### config.mk
export PLATFORM = sky130hd
export DESIGN_NAME = im_arbiter
export DESIGN_NICKNAME = d
export VERILOG_FILES = /design/src/rtl/im_arbiter.sv
export SDC_FILE = /design/constraint.sdc
export NUM_CORES = 1
export LEC_CHECK = 0
export CORE_ASPECT_RATIO = 0.6
export CORE_MARGIN = 5
export CORE_UTILIZATION = 35
export CTS_CLUSTER_SIZE = 40
export DETAILED_ROUTE_END_ITERATION = 7
export DONT_BUFFER_PORTS = 1
export PLACE_DENSITY = 0.53
export REMOVE_ABC_BUFFERS = 1
export SLEW_MARGIN = 25
export SYNTH_ARGS = -nofsm -noshare
export SYNTH_HDL_FRONTEND = slang
export SYNTH_SLANG_ARGS = --single-unit
### constraint.sdc
create_clock -name clk_i -period 7.1 [get_ports clk_i]
set_input_delay 1.42 -clock clk_i [delete_from_list [all_inputs] [get_ports clk_i]]
set_output_delay 1.42 -clock clk_i [all_outputs]
set_load 0.05 [all_outputs]
### src/rtl/im_arbiter.sv
// Instruction-ROM read-port arbiter: fetch has fixed priority, debug gets auto-incrementing bursts.
// Optional starvation guard for debug is enabled by defining IM_STARVE_GUARD_EN.
module im_arbiter #(
  parameter int unsigned ADDR_W     = 32,
  parameter int unsigned DATA_W     = 32,
  parameter int unsigned STARVE_MAX = 8
) (
  input  logic              clk_i,
  input  logic              rst_ni,
  input  logic              if_req_i,
  input  logic [ADDR_W-1:0] if_addr_i,
  output logic              if_gnt_o,
  output logic              if_rvalid_o,
  output logic [DATA_W-1:0] if_rdata_o,
  input  logic              dbg_req_i,
  input  logic [ADDR_W-1:0] dbg_addr_i,
  input  logic [3:0]        dbg_len_i,
  output logic              dbg_gnt_o,
  output logic              dbg_rvalid_o,
  output logic [DATA_W-1:0] dbg_rdata_o,
  output logic              rom_ce_o,
  output logic [ADDR_W-1:0] rom_addr_o,
  input  logic [DATA_W-1:0] rom_inst_i
);

  typedef enum logic {ARB, BURST} state_e;

  state_e            state_q, state_d;
  logic [ADDR_W-1:0] addr_q, addr_d;
  logic [3:0]        cnt_q, cnt_d;
  logic              if_rvalid_q, dbg_rvalid_q;
  logic [DATA_W-1:0] if_rdata_q, dbg_rdata_q;
  logic              burst_beat;
  logic              force_dbg;

`ifdef IM_STARVE_GUARD_EN
  localparam int unsigned SW = $clog2(STARVE_MAX + 1);
  localparam logic [SW-1:0] STARVE_TOP = SW'(STARVE_MAX);

  logic [SW-1:0] starve_q, starve_d;

  assign force_dbg = (starve_q >= STARVE_TOP);

  always_comb begin
    starve_d = starve_q;
    if (dbg_gnt_o) begin
      starve_d = '0;
    end else if (state_q == ARB && dbg_req_i && starve_q != STARVE_TOP) begin
      starve_d = starve_q + SW'(1);
    end
  end

  always_ff @(posedge clk_i or negedge rst_ni) begin
    if (!rst_ni) begin
      starve_q <= '0;
    end else begin
      starve_q <= starve_d;
    end
  end
`else
  // Guard compiled out: debug is never forced ahead of fetch.
  assign force_dbg = 1'b0 & (STARVE_MAX == 0);
`endif

  // Combinational outputs are gated by reset so the ROM port is idle while reset is held.
  always_comb begin
    state_d    = state_q;
    addr_d     = addr_q;
    cnt_d      = cnt_q;
    if_gnt_o   = 1'b0;
    dbg_gnt_o  = 1'b0;
    rom_ce_o   = 1'b0;
    rom_addr_o = '0;
    burst_beat = 1'b0;
    if (rst_ni) begin
      case (state_q)
        ARB: begin
          if (if_req_i && !force_dbg) begin
            if_gnt_o   = 1'b1;
            rom_ce_o   = 1'b1;
            rom_addr_o = if_addr_i;
          end else if (dbg_req_i) begin
            dbg_gnt_o  = 1'b1;
            rom_ce_o   = 1'b1;
            rom_addr_o = dbg_addr_i;
            addr_d     = dbg_addr_i + ADDR_W'(4);
            cnt_d      = dbg_len_i;
            if (dbg_len_i != 4'd0) begin
              state_d = BURST;
            end
          end
        end
        BURST: begin
          burst_beat = 1'b1;
          rom_ce_o   = 1'b1;
          rom_addr_o = addr_q;
          addr_d     = addr_q + ADDR_W'(4);
          cnt_d      = cnt_q - 4'd1;
          if (cnt_q == 4'd1) begin
            state_d = ARB;
          end
        end
        default: state_d = ARB;
      endcase
    end
  end

  always_ff @(posedge clk_i or negedge rst_ni) begin
    if (!rst_ni) begin
      state_q      <= ARB;
      addr_q       <= '0;
      cnt_q        <= '0;
      if_rvalid_q  <= 1'b0;
      dbg_rvalid_q <= 1'b0;
      if_rdata_q   <= '0;
      dbg_rdata_q  <= '0;
    end else begin
      state_q      <= state_d;
      addr_q       <= addr_d;
      cnt_q        <= cnt_d;
      if_rvalid_q  <= if_gnt_o;
      dbg_rvalid_q <= dbg_gnt_o | burst_beat;
      if (if_gnt_o) begin
        if_rdata_q <= rom_inst_i;
      end
      if (dbg_gnt_o | burst_beat) begin
        dbg_rdata_q <= rom_inst_i;
      end
    end
  end

  assign if_rvalid_o  = if_rvalid_q;
  assign if_rdata_o   = if_rdata_q;
  assign dbg_rvalid_o = dbg_rvalid_q;
  assign dbg_rdata_o  = dbg_rdata_q;

endmodule

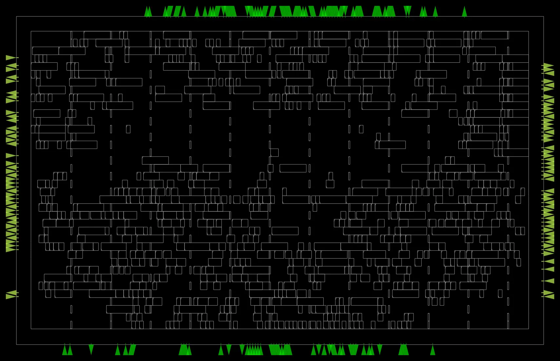
**Above:** run 1 (cell placement).
post-route insts no fill: 1013
# rows: 38
tap cells: 240
fin util: 37.8%
flip-flops: 103

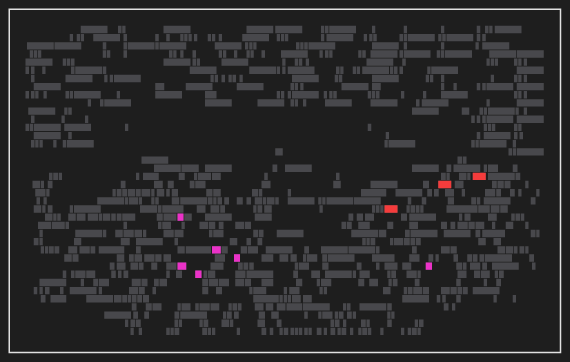
**Above:** run 1 (gate families picked out).
Drawn at 3 px/µm.
- magenta: and/or cells (cells 6; most used and2_1)
- red: fa/ha/maj cells (cells 3; most used ha_1)
fraction of area in multi-input gates: 51.3%
most numerous logic cell after layout: nand2_1

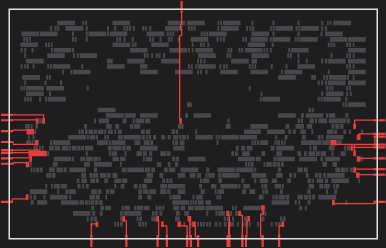
**Above:** run 1 (I/O nets highlighted).
Drawn at 2 px/µm.
- red: rom_addr_o (bits 32; direction output; end cells 32; buffers 0; wire 416 µm)

==> flow_metrics.env, run 1 <==
# flow metrics
export IMPL_status="complete, no violations"
export IMPL_cp_depth=5
export IMPL_ys_flops=103
export IMPL_postRouteAntennaNets=0
export IMPL_slew_viol_final=0
export IMPL_ys_flop_type="dfrtp_1"
export IMPL_drt_pass1_iter_count=5
export IMPL_edf_count=0
export IMPL_hold_viol=0
export IMPL_simple_gate_share_pct=29.6
export IMPL_htreeDepth=3
export IMPL_dpl_worst_slack_ps=2650
export IMPL_vias=5502
export IMPL_timing_final_crit_share_pct=67.9
export IMPL_xor_share_pct=3.75
export IMPL_critPathKind="register to output pin"
export IMPL_wl_per_cell_um=20.1
export IMPL_gp_congestion=0.801
export IMPL_ff2ff_path_depth=10
export IMPL_setup_viol=0
export IMPL_hold_depth=2
export IMPL_ios=205
export IMPL_start_kind="register"
export IMPL_synth_cells=801
export IMPL_crit_fanout=86
export IMPL_layout_drive_gt1_share_pct=7.37
export IMPL_overflow=0
export IMPL_clockRootBuffer="clkbuf_16"
export IMPL_diodes=0
export IMPL_yosysWarnings=0
export IMPL_rsz0062_at_grt="false"
export IMPL_hpwl_um=14200
export IMPL_postSynthAreaPerCell_um2=7.87
export IMPL_period_needed_ps=4820
export IMPL_area_leaders="dfrtp_1 41%, nand2_1 16%, nor2_1 3.8%, a21oi_1 3.5%, o21ai_0 3.2%"
export IMPL_clk_latency_ps=360
export IMPL_io_buffers=0
export IMPL_cp_slowest_stage_delay_ps=990
export IMPL_yosysTopAreaCell="dfrtp_1"
export IMPL_arrival_ps=3400
export IMPL_post_cts_buffers=0
export IMPL_finalNetCount=875
export IMPL_wl_um=20300
export IMPL_seqPwrFrac_pct=52.7
export IMPL_adder_share_pct=0.596
export IMPL_initial_utilization_pct=35.3
export IMPL_power_frac_comb_pct=31.2
export IMPL_grt_max_degree=138
export IMPL_whs_ps=496
export IMPL_netlist_cell_type_count=57
export IMPL_coreArea_um2=17900
export IMPL_cts_resized=0
export IMPL_drc=0
export IMPL_crit_family="buffers and inverters"
export IMPL_mostFrequentLayoutCells="274 x nand2_1, 102 x dfrtp_1, 64 x nor2_1"
export IMPL_clkPwrFrac_pct=16.1
export IMPL_cts_hold_buf=0
export IMPL_hp_class="register to register"
export IMPL_switching_share_pct=56.3
export IMPL_power_per_cell_area_nw_per_um2=480
export IMPL_path_cells="inv_1 > nand3_1 > buf_4 > inv_2 > a22o_1"
export IMPL_mux_share_pct=3.39
export IMPL_p_int_mw=1.42
export IMPL_grt_pass1_wl_um=31800
export IMPL_antenna_found_initial=0
export IMPL_grt_pass1_vias=5164
export IMPL_fp_dieH_um=114
export IMPL_p_sw_mw=1.83
export IMPL_cp_num_buf_inv=3
export IMPL_cts_tree="yes"
export IMPL_viasPerCell=5.43
export IMPL_ys_seq_share_pct=40.9
export IMPL_setup_slack_ps=2280
export IMPL_ys_area_um2=6300
export IMPL_critPathRequiredTime_ps=5680
export IMPL_slew_limit_headroom_pct=29.9
export IMPL_track_usage_pct=19.3
export IMPL_end_kind="output pin"
export IMPL_logic_family="simple AND/OR/NAND/NOR gates"
export IMPL_ys_cells=801
export IMPL_synthAoiAreaFrac_pct=17.3
export IMPL_skew_ps=10.1
export IMPL_cts_sinks=103
export IMPL_warnings=28
export IMPL_die_area_um2=20900
export IMPL_crit_path_top_delay_cell="dfrtp_4"
export IMPL_area_growth_pct=7.35
export IMPL_synth_cell_area_um2=6300
export IMPL_peakVddDrop_mv=0.173
export IMPL_maxCapViolCount=0
export IMPL_clk_path_buf_depth=2
export IMPL_async_reset_ff_share_pct=100
export IMPL_cts_buffers=9
export IMPL_first_iter_violations=500
export IMPL_synth_top_area_share_pct=40.9
export IMPL_leakage_nw=3.05
export IMPL_clk_pin_slew_ps=90
export IMPL_dieWidth_um=183
export IMPL_worst_slew_pin_slew_ps=1060
export IMPL_timing_fmax_ghz=0.208
[run 1: cells in the mapped netlist, drive strengths merged (2+ instances only)]
cell type / number
nor2b: 2
xnor2: 13
o22ai: 20
nor4b: 2
xor2: 14
ha: 3
and4: 2
a21boi: 2
a21oi: 46
nand2: 275
nand2b: 7
nor3: 4
clkinv: 2
clkbuf: 32
o31ai: 2
a21o: 2
nand3: 33
nor2: 64
a22oi: 19
a211oi: 12
nand3b: 5
nand4: 15
nand4b: 8
o21ai: 41
dfrtp: 103
a221o: 2
buf: 21
mux2i: 18
mux2: 3
a222oi: 4
a221oi: 6
inv: 8
and2: 3
[run 1: per-layer routing]
metal / GRT usage, % / up-vias / wire length, µm
met4: 2.98 / 0 / 55
li1: - / 2682 / -
met5: 0 / - / 0
met2: 25.0 / 190 / 7970
met1: 30.8 / 2623 / 10600
met3: 6.44 / 7 / 1750
[run 1: flip-flops by register name (all words and copies together) (netlist names)]
signal and cells:
dbg_rvalid_o 1, if_rdata_o 32, cnt_q 4, addr_q 32
state_q 1, if_rvalid_o 1, dbg_rdata_o 32
[run 1: worst paths after layout]
kind / startpoint / to / slack (ps)
setup / recovery: state_q / rom_addr_o[3] / 2280
hold / removal: addr_q[1] / addr_q[1] / 500
setup reg to reg: state_q / addr_q[28] / 3450
hold reg to reg: addr_q[1] / addr_q[1] / 500
max in group asynchronous: rst_ni / if_rdata_o[30] / 6140
min in group asynchronous: rst_ni / addr_q[8] / 750
[run 1: per-stage QoR]
| stage | std cells | utilization [%] | total power, mW | setup TNS [ps] | instance area, µm² |
|---|---|---|---|---|---|
| floorplan | 748 | - | 2.46 | -804 | 6060 |
| global placement | 997 | 36.1 | 2.74 | 0 | 6460 |
| detailed placement | 997 | 36.1 | 2.74 | 0 | 6460 |
| CTS | 1013 | 37.8 | 3.27 | 0 | 6770 |
| global route | 1013 | 37.8 | 3.45 | 0 | 6770 |
| finish | 1013 | 37.8 | 3.25 | 0 | 6770 |
[run 1: power by group through the flow]
stage               Combinational (mW)  Clock [mW]  Sequential [mW]
global route                      1.14       0.557             1.76
floorplan                        0.832           0             1.62
CTS                               1.02       0.541             1.71
finish                            1.01       0.524             1.71
global placement                  1.01           0             1.73
detailed placement                1.02           0             1.72
[run 1: kinds of logic after synthesis]
family / Yosys count
AND-OR/OR-AND: 162
XOR/XNOR: 27
AND/OR/NAND/NOR: 422
flip-flops: 103
adder cells (fa/ha/maj): 3
multiplexers: 21
buffers and inverters: 63
[run 1: cell type report]
cell class	count	area (µm²)
Fill cell	1868	11100
Multi-Input combinational cell	635	3470
Sequential cell	103	2580
Tap cell	240	300
Clock buffer	9	225
Clock inverter	7	81.3
Timing Repair Buffer	9	67.6
Inverter	10	37.5
[run 1: tightest hold or removal path, delay by kind of cell (launching register included)]
kind | cells | cell delay, ps
and+or+nand+nor | 2 | 110
DFF | 1 | 360
==> run 2, diff against run 1 <==
--- a/config.mk
+++ b/config.mk
@@ -11,7 +11,7 @@
 export CTS_CLUSTER_SIZE = 40
 export DETAILED_ROUTE_END_ITERATION = 7
 export DONT_BUFFER_PORTS = 1
-export PLACE_DENSITY = 0.53
+export PLACE_DENSITY = 0.55
 export REMOVE_ABC_BUFFERS = 1
 export SLEW_MARGIN = 25
 export SYNTH_ARGS = -nofsm -noshare
==> constraint.sdc (replaced) <==
create_clock -name clk_i -period 4.05 [get_ports clk_i]
set_input_delay 0.81 -clock clk_i [delete_from_list [all_inputs] [get_ports clk_i]]
set_output_delay 0.81 -clock clk_i [all_outputs]
set_load 0.05 [all_outputs]
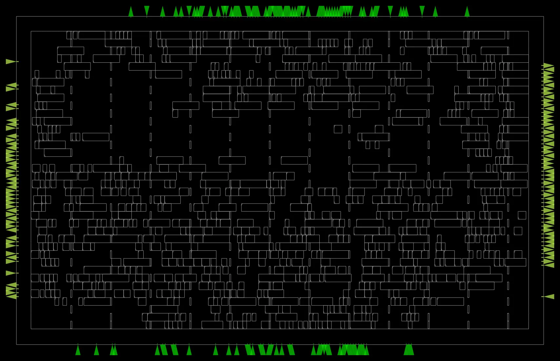
**Above:** run 2 (cell placement).
# fillers: 1863
Core Box Area: 17900 µm²
fin util: 39.7%
post-route insts no fill: 1044
Seq area share: 36.4%

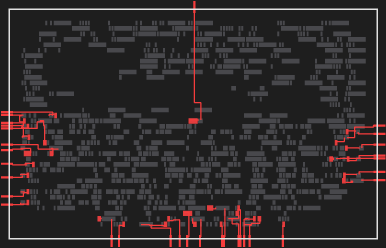
**Above:** run 2 (I/O nets highlighted).
Drawn at 2 px/µm.
- red: rom_addr_o (bits 32; direction output; end cells 32; buffers 26; wire 561 µm)
PortBufs: 0
I/O pin count: 205

==> flow_metrics.env, run 2 <==
# flow metrics
export IMPL_dieWidth_um=183
export IMPL_wl_per_cell_um=19.3
export IMPL_overflow=0
export IMPL_synth_cell_area_um2=6300
export IMPL_hold_viol=0
export IMPL_worst_slew_pin_slew_ps=902
export IMPL_ys_area_um2=6300
export IMPL_clockRootBuffer="clkbuf_16"
export IMPL_grt_pass1_vias=5323
export IMPL_period_needed_ps=3230
export IMPL_cts_sinks=103
export IMPL_vias=5664
export IMPL_slew_viol_final=0
export IMPL_total_power_mw=5.84
export IMPL_critPathRequiredTime_ps=3240
export IMPL_rsz0062_at_grt="false"
export IMPL_hpwl_um=14300
export IMPL_ys_flops=103
export IMPL_initial_utilization_pct=35.3
export IMPL_cpMostUsedCell="buf_4"
export IMPL_lay_top_count="nand2_1"
export IMPL_fp_dieH_um=114
export IMPL_die_area_um2=20900
export IMPL_synth_top_area_share_pct=40.9
export IMPL_htreeDepth=3
export IMPL_first_iter_violations=447
export IMPL_common_cells="274 x nand2_1, 103 x dfrtp_1, 64 x nor2_1"
export IMPL_power_per_cell_area_nw_per_um2=824
export IMPL_yosysTopAreaCell="dfrtp_1"
export IMPL_gp_congestion=0.835
export IMPL_cts_resized=0
export IMPL_crit_path_top_delay_cell="dfrtp_4"
export IMPL_seqPwrFrac_pct=50.1
export IMPL_postRouteAntennaNets=0
export IMPL_async_reset_ff_share_pct=100
export IMPL_postSynthAreaPerCell_um2=7.87
export IMPL_ys_seq_share_pct=40.9
export IMPL_layout_drive_gt1_share_pct=10.9
export IMPL_skew_ps=8.54
export IMPL_crit_fanout=45
export IMPL_cts_buffers=9
export IMPL_cts_hold_buf=0
export IMPL_drt_pass1_iter_count=5
export IMPL_peakVddDrop_mv=0.255
export IMPL_post_cts_buffers=0
export IMPL_timing_final_crit_share_pct=79.7
export IMPL_leakage_nw=3.24
export IMPL_synth_dominant_cell_count="nand2_1"
export IMPL_rows=38
export IMPL_cts_tree="yes"
export IMPL_cp_slowest_stage_delay_ps=680
export IMPL_antenna_found_initial=0
export IMPL_track_usage_pct=18.6
export IMPL_postPlaceCellArea_um2=6800
export IMPL_arrival_ps=2420
export IMPL_area_leaders="dfrtp_1 41%, nand2_1 16%, nor2_1 3.8%, a21oi_1 3.5%, o21ai_0 3.2%"
export IMPL_p_int_mw=2.66
export IMPL_warnings=28
export IMPL_ff2ff_path_depth=10
export IMPL_p_sw_mw=3.19
export IMPL_hp_class="input pin to async pin"
export IMPL_switching_share_pct=54.5
export IMPL_power_frac_comb_pct=35.2
export IMPL_start_kind="register"
export IMPL_grt_max_degree=138
export IMPL_edf_count=0
export IMPL_clk_latency_ps=340
export IMPL_viasPerCell=5.43
export IMPL_status="complete, no violations"
export IMPL_diodes=0
export IMPL_timing_fmax_ghz=0.310
export IMPL_clkPwrFrac_pct=14.6
export IMPL_critPathKind="register to output pin"
export IMPL_slew_limit_headroom_pct=39.6
export IMPL_mostFrequentLayoutCells="274 x nand2_1, 102 x dfrtp_1, 64 x nor2_1"
export IMPL_drc=0
export IMPL_grt_pass1_wl_um=31300
export IMPL_path_cells="buf_4 > buf_4 > nand2b_1 > o21ai_0 > nor2_1 > buf_4"
export IMPL_clk_path_buf_depth=2
export IMPL_ys_flop_type="dfrtp_1"
export IMPL_clk_pin_slew_ps=80
export IMPL_maxCapViolCount=0
export IMPL_end_kind="output pin"
export IMPL_yosysWarnings=0
export IMPL_ys_cells=801
export IMPL_netlist_cell_type_count=57
export IMPL_synth_cells=801
export IMPL_finalNetCount=906
export IMPL_wl_um=20100
export IMPL_setup_viol=0
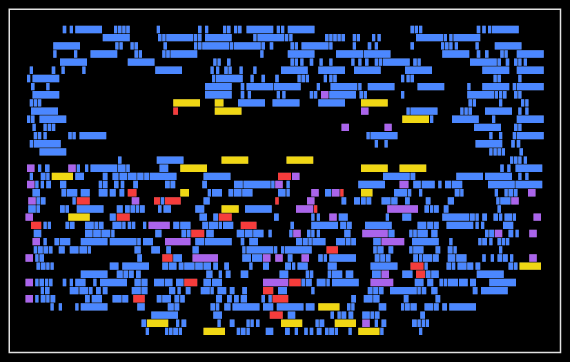
**Above:** run 2 (sizing map).
Drawn at 3 px/µm.
- purple: _3 and _4 cells (cells 42; most used buf_4)
- yellow: _6 and larger (cells 22)
- red: _2 cells (cells 24; most used a211oi_2)
- blue: _0 and _1 cells (cells 716; most used nand2_1)
Layout area overhead: 12.6%
number of non-clock buffers: 40
Design Area, Final: 7100 µm²

==> run 2: worst paths after layout <==
| kind | slack (ps) | endpoint | from |
|---|---|---|---|
| max | 820 | rom_addr_o[25] | state_q |
| max in group asynchronous | 3620 | addr_q[23] | rst_ni |
| min in group clk_i | 470 | addr_q[1] | addr_q[1] |
| min | 160 | addr_q[0] | rst_ni |
| max reg2reg | 1060 | addr_q[30] | state_q |
| min reg2reg | 470 | addr_q[1] | addr_q[1] |
==> run 2: cell type report <==
class / count / area [µm²] / area share, %
inverters: 10 / 37.5 / 0.529
repair buffers: 40 / 413 / 5.82
flip-flops and latches: 103 / 2580 / 36.4
clock inverters: 7 / 66.3 / 0.935
well taps: 240 / 300 / 4.23
multi-input cells: 635 / 3470 / 48.9
clock buffers: 9 / 225 / 3.17
==> run 2: cells by family (layout without fill, tap and decap cells) <==
family / Yosys count / after routing / share of synthesized area [%]
adders and majority gates: 3 / 3 / 0.596
AOI/OAI and AO/OA: 162 / 162 / 17.3
xor gates and xnor gates: 27 / 27 / 3.75
and+or+nand+nor: 422 / 422 / 29.6
buffers and inverters: 63 / 66 / 4.43
DFF: 103 / 103 / 40.9
muxes: 21 / 21 / 3.39
==> run 2: metrics by stage <==
step | setup slack (ps) | util [%] | hold WS, ps | std cells | TNS, ps
floorplan | -2540 | - | 440 | 748 | -150230
global placement | 1250 | 38.1 | 458 | 1028 | 0
detailed placement | 1090 | 38.1 | 457 | 1028 | 0
CTS | 839 | 39.7 | 145 | 1044 | 0
global route | 653 | 39.7 | 137 | 1044 | 0
finish | 822 | 39.7 | 159 | 1044 | 0
==> run 2: worst max-delay path, delay by kind of cell (launching register included) <==
kind            cells  cell delay [ps]
compound gates      1               90
buf+inv             3             1100
flops               1              680
simple gates        2              180
==> run 2: routing by layer <==
layer	wire [µm]	up-vias	track usage, %	part of all wire, %
met4	68	0	1.88	0.34
met2	8090	191	25.8	40
met3	1760	6	5.58	8.7
met5	0	-	0	0
met1	10200	2728	29.2	51
li1	-	2739	-	-
==> run 2: power groups by stage <==
stage,sequential (mW),combinational (mW),clock [mW]
floorplan,2.85,1.46,0
global placement,2.95,2.04,0
detailed placement,2.95,2.06,0
CTS,2.93,2.07,0.894
global route,3.00,2.27,0.926
finish,2.93,2.06,0.855
Power and IR drop assume default switching activity.
